Fig. 1: met1 routing
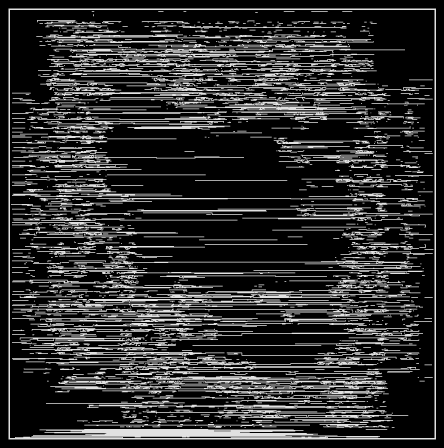
Fig. 2: met2 routing
Scale bar: 50 um.
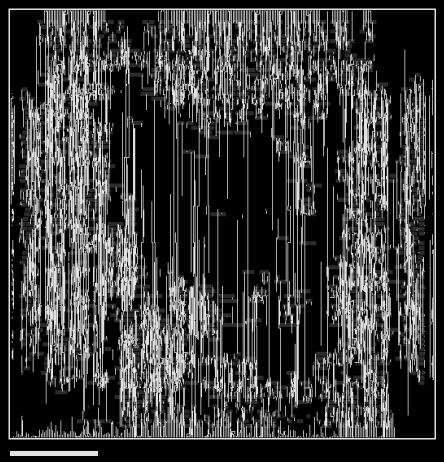
Fig. 3: M3 wires
Scale bar: 50 um.
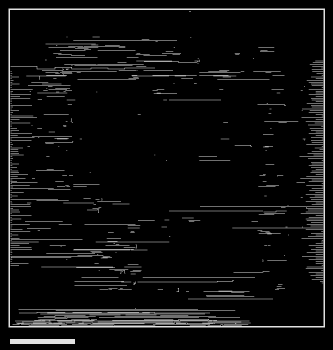
Fig. 4: M4 wires
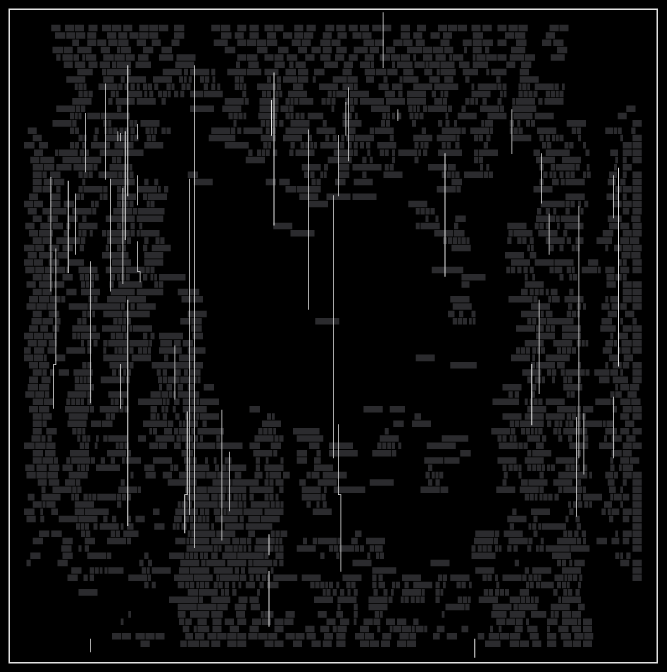
[config.mk]
export PLATFORM = sky130hd
export DESIGN_NAME = axi_w_stream_tap
export DESIGN_NICKNAME = d
export VERILOG_FILES = /design/src/rtl/eth_helper_pkg.sv /design/src/rtl/w_strobe_packer.sv /design/src/rtl/axi_w_stream_tap.sv
export SDC_FILE = /design/constraint.sdc
export NUM_CORES = 1
export LEC_CHECK = 0
export ABC_AREA = 1
export CAP_MARGIN = 20
export CORE_AREA = 5 5 235 237
export DETAILED_ROUTE_END_ITERATION = 10
export DIE_AREA = 0 0 240 242
export GPL_TIMING_DRIVEN = 0
export PLACE_DENSITY_LB_ADDON = 0.3
export RECOVER_POWER = 100
export REMOVE_ABC_BUFFERS = 1
export SYNTH_ARGS = -nofsm -noshare
export SYNTH_HDL_FRONTEND = slang
export SYNTH_SLANG_ARGS = --single-unit
[constraint.sdc]
create_clock -name clk -period 2.7 [get_ports clk]
set_input_delay 0.54 -clock clk [delete_from_list [all_inputs] [get_ports clk]]
set_output_delay 0.54 -clock clk [all_outputs]
set_load 0.02 [all_outputs]
[src/rtl/eth_helper_pkg.sv]
// rtl/eth_helper_pkg.sv - shared state encoding, stream tag constants and strobe-beat sizing for the W-channel tap
package eth_helper_pkg;

    typedef enum logic [1:0] {
        META   = 2'd0,
        DATA   = 2'd1,
        STROBE = 2'd2
    } tap_state_e;

    localparam int              STREAM_TYPE_WIDTH_DEF = 3;
    localparam logic [2:0]      STREAM_TYPE_DEF       = 3'b011;

    // Each strobe beat holds the byte strobes of eight data beats.
    function automatic int strobe_beat_count(input int captured_beats);
        int n;
        n = (captured_beats + 7) / 8;
        return (n < 1) ? 1 : n;
    endfunction

endpackage

[src/rtl/w_strobe_packer.sv]
// rtl/w_strobe_packer.sv - collects per-beat write strobes of one burst, counts beats and flags overflow
module w_strobe_packer #(
    parameter  int DATA_WIDTH = 128,
    parameter  int MAX_BURST  = 16,
    localparam int STRB_W     = DATA_WIDTH / 8,
    localparam int STORE_W    = MAX_BURST * STRB_W,
    localparam int CNT_W      = $clog2(MAX_BURST + 1)
) (
    input  logic               clk,
    input  logic               reset,
    input  logic               clear_i,
    input  logic               capture_i,
    input  logic [STRB_W-1:0]  wstrb_i,
    output logic [STORE_W-1:0] strobes_o,
    output logic [CNT_W-1:0]   count_o,
    output logic               err_overflow_o
);

    logic [STORE_W-1:0] store_q, store_d;
    logic [CNT_W-1:0]   cnt_q, cnt_d;
    logic               ovf_q, ovf_d;

    always_comb begin
        store_d = store_q;
        cnt_d   = cnt_q;
        ovf_d   = ovf_q;
        if (clear_i) begin
            store_d = '0;
            cnt_d   = '0;
            ovf_d   = 1'b0;
        end else if (capture_i) begin
            // Once saturated, further beats are counted only as an overflow.
            if (cnt_q == CNT_W'(MAX_BURST)) begin
                ovf_d = 1'b1;
            end else begin
                for (int b = 0; b < MAX_BURST; b++) begin
                    if (cnt_q == CNT_W'(b)) begin
                        store_d[b*STRB_W +: STRB_W] = wstrb_i;
                    end
                end
                cnt_d = cnt_q + CNT_W'(1);
            end
        end
    end

    always_ff @(posedge clk) begin
        if (reset) begin
            store_q <= '0;
            cnt_q   <= '0;
            ovf_q   <= 1'b0;
        end else begin
            store_q <= store_d;
            cnt_q   <= cnt_d;
            ovf_q   <= ovf_d;
        end
    end

    assign strobes_o      = store_q;
    assign count_o        = cnt_q;
    assign err_overflow_o = ovf_q;

endmodule

[src/rtl/axi_w_stream_tap.sv]
// rtl/axi_w_stream_tap.sv - AXI W pass-through tap emitting metadata, data and strobe beats; AXI_W_STREAM_TAP_USER_EN adds wuser to metadata
module axi_w_stream_tap
    import eth_helper_pkg::*;
#(
    parameter int                           DATA_WIDTH        = 128,
    parameter int                           ID_WIDTH          = 32,
    parameter int                           USER_WIDTH        = 64,
    parameter int                           STREAM_TYPE_WIDTH = STREAM_TYPE_WIDTH_DEF,
    parameter logic [STREAM_TYPE_WIDTH-1:0] STREAM_TYPE       = STREAM_TYPE_DEF,
    parameter int                           MAX_BURST         = 16
) (
    input  logic                    clk,
    input  logic                    reset,
    input  logic                    ready,
    output logic                    valid,
    output logic                    in_progress,
    output logic                    last,
    output logic [DATA_WIDTH-1:0]   data,
    output logic                    err_overflow,
    output logic [ID_WIDTH-1:0]     AXIM_wid,
    output logic [DATA_WIDTH-1:0]   AXIM_wdata,
    output logic [DATA_WIDTH/8-1:0] AXIM_wstrb,
    output logic                    AXIM_wlast,
    output logic [USER_WIDTH-1:0]   AXIM_wuser,
    output logic                    AXIM_wvalid,
    input  logic                    AXIM_wready,
    input  logic [ID_WIDTH-1:0]     AXIS_wid,
    input  logic [DATA_WIDTH-1:0]   AXIS_wdata,
    input  logic [DATA_WIDTH/8-1:0] AXIS_wstrb,
    input  logic                    AXIS_wlast,
    input  logic [USER_WIDTH-1:0]   AXIS_wuser,
    input  logic                    AXIS_wvalid,
    output logic                    AXIS_wready
);

    localparam int NW    = MAX_BURST / 8;
    localparam int K_W   = (NW > 1) ? $clog2(NW) : 1;
    localparam int CNT_W = $clog2(MAX_BURST + 1);

    if (STREAM_TYPE_WIDTH + USER_WIDTH + ID_WIDTH > DATA_WIDTH) begin : g_bad_meta_width
        $error("axi_w_stream_tap: metadata fields exceed DATA_WIDTH");
    end

    tap_state_e               state_q, state_d;
    logic [K_W-1:0]           k_q, k_d;
    logic                     pass, hs, last_beat;
    logic [NW*DATA_WIDTH-1:0] strobes;
    logic [CNT_W-1:0]         count;
    logic [DATA_WIDTH-1:0]    meta, strobe_word, data_c;

    assign AXIM_wid    = AXIS_wid;
    assign AXIM_wdata  = AXIS_wdata;
    assign AXIM_wstrb  = AXIS_wstrb;
    assign AXIM_wlast  = AXIS_wlast;
    assign AXIM_wuser  = AXIS_wuser;

    // The W channel only moves while a data beat can be emitted on the stream.
    assign pass        = reset | (ready & (state_q == DATA));
    assign AXIM_wvalid = AXIS_wvalid & pass;
    assign AXIS_wready = AXIM_wready & pass;

    assign valid       = ~reset & (((state_q != STROBE) & AXIS_wvalid & AXIM_wready)
                                   | (state_q == STROBE));
    assign hs          = valid & ready;
    assign in_progress = ~reset & (state_q != META);
    assign last_beat   = (state_q == STROBE) && (int'(k_q) == strobe_beat_count(int'(count)) - 1);
    assign last        = valid & last_beat;

    always_comb begin
        meta = '0;
        meta[DATA_WIDTH-1 -: STREAM_TYPE_WIDTH] = STREAM_TYPE;
        meta[ID_WIDTH-1:0] = AXIS_wid;
`ifdef AXI_W_STREAM_TAP_USER_EN
        meta[ID_WIDTH +: USER_WIDTH] = AXIS_wuser;
`endif
    end

    always_comb begin
        strobe_word = '0;
        for (int w = 0; w < NW; w++) begin
            if (k_q == K_W'(w)) begin
                strobe_word = strobes[w*DATA_WIDTH +: DATA_WIDTH];
            end
        end
    end

    always_comb begin
        data_c = '0;
        case (state_q)
            META:    data_c = meta;
            DATA:    data_c = AXIS_wdata;
            STROBE:  data_c = strobe_word;
            default: data_c = '0;
        endcase
    end

    assign data = valid ? data_c : '0;

    always_comb begin
        state_d = state_q;
        k_d     = k_q;
        if (hs) begin
            case (state_q)
                META:   state_d = DATA;
                DATA: begin
                    if (AXIS_wlast) begin
                        state_d = STROBE;
                        k_d     = '0;
                    end
                end
                STROBE: begin
                    if (last_beat) begin
                        state_d = META;
                    end else begin
                        k_d = k_q + K_W'(1);
                    end
                end
                default: state_d = META;
            endcase
        end
    end

    always_ff @(posedge clk) begin
        if (reset) begin
            state_q <= META;
            k_q     <= '0;
        end else begin
            state_q <= state_d;
            k_q     <= k_d;
        end
    end

    w_strobe_packer #(
        .DATA_WIDTH (DATA_WIDTH),
        .MAX_BURST  (MAX_BURST)
    ) u_packer (
        .clk            (clk),
        .reset          (reset),
        .clear_i        (hs && (state_q == META)),
        .capture_i      (hs && (state_q == DATA)),
        .wstrb_i        (AXIS_wstrb),
        .strobes_o      (strobes),
        .count_o        (count),
        .err_overflow_o (err_overflow)
    );

endmodule

==> results.yml <==
# implementation run metrics
synthesis:
  ys_seq_share_pct: 37.8
  edf_count: 0
  synth.most_common_cell: "a21oi_1"
  synth_adder_area_share_pct: 0.625
  ys_area_sq_um: 14000
  simple_gate_area_share_pct: 12.6
  ys_sh_aoi_pct: 29.5
  ys_async_sr_fraction_pct: 0
cells_and_area:
  regArea_sq_um: 5320
  comb_area_sq_um: 7330
  dominant-cell-class: "logic gates"
  area_growth_pct: 55.0
  drive_gt1_share_pct: 23.1
  final_cell_mix: "a21oi_1, dfxtp_1, nand2_1, o21ai_0, clkdlybuf4s50_1"
  seq_share_pct: 24.5
min_path:
  hp-class: "primary input to flip-flop"
  worstHoldPathCells: 2
  hp-start: "reset"
clock_network:
  htreeDepth: 1
  hold_buffers: 0
  clkTransAtPathRegs_ns: 0.06
  cts.root.buffer_cell: "clkbuf_16"
placed_design:
  dp_hpwl_um: 39500
  dp.cells: 2746
status:
  failed_checks: "negative setup slack"
  outcome: "finished, violations left"
power:
  power_frac_seq_pct: 40.2
  power_frac_clock_pct: 45.0
  combPwrFrac_pct: 14.8
  ir_drop_uv: 492
setup_path:
  cp.buffers_inverters: 4
  cp-start-kind: "flip-flop"
  crit_top_cell: "ha_4"
  critPathMaxFanout: 4
  crit_end: "last"
  r2r_cells: 12
  crit_chain: "inv_4 > ha_4 > inv_2 > o21ai_2 > nand2_2 > nand2_2 > inv_2 > ha_4 > ha_4 > and3b_1 > nand3_2 > nor3_2 > buf_4"
global_routing:
  grt.total_usage_pct: 21.3
final_timing:
  setup_viol: 71
  finalSetupTns_ns: -3.99
  fin_ws_ns: -0.401
floorplanning:
  fp.dieW_um: 240
  core_sq_um: 53100
detailed_routing:
  wl_met3_um: 7400
  dr_wl_met2_um: 35000
## Picture notes: Fig. 1
2,164 nets have wire on it. The layer carries 31.9 mm of wire. The wires run mostly horizontal. The layer holds 42% of the routed length.
vias: 15,500
grt met1 use: 27.9%
Detailed Route WL: 76,400 um

## Picture notes: Fig. 2
The layer holds 46% of the routed length. The longest straight run is 137 um.
met2 Track Usage GR: 34.1%

## Picture notes: Fig. 3
The layer holds 9.7% of the routed length. The wires run mostly horizontal. The layer carries 7,400 um of wire. The longest straight run is 137 um. 436 nets have wire on it.
met3 global-route usage: 6.58%

## Picture notes: Fig. 4
32 nets have wire on it. The layer holds 2.4% of the routed length. The longest straight run is 179 um.

Power is estimated from default activity; no workload was simulated.
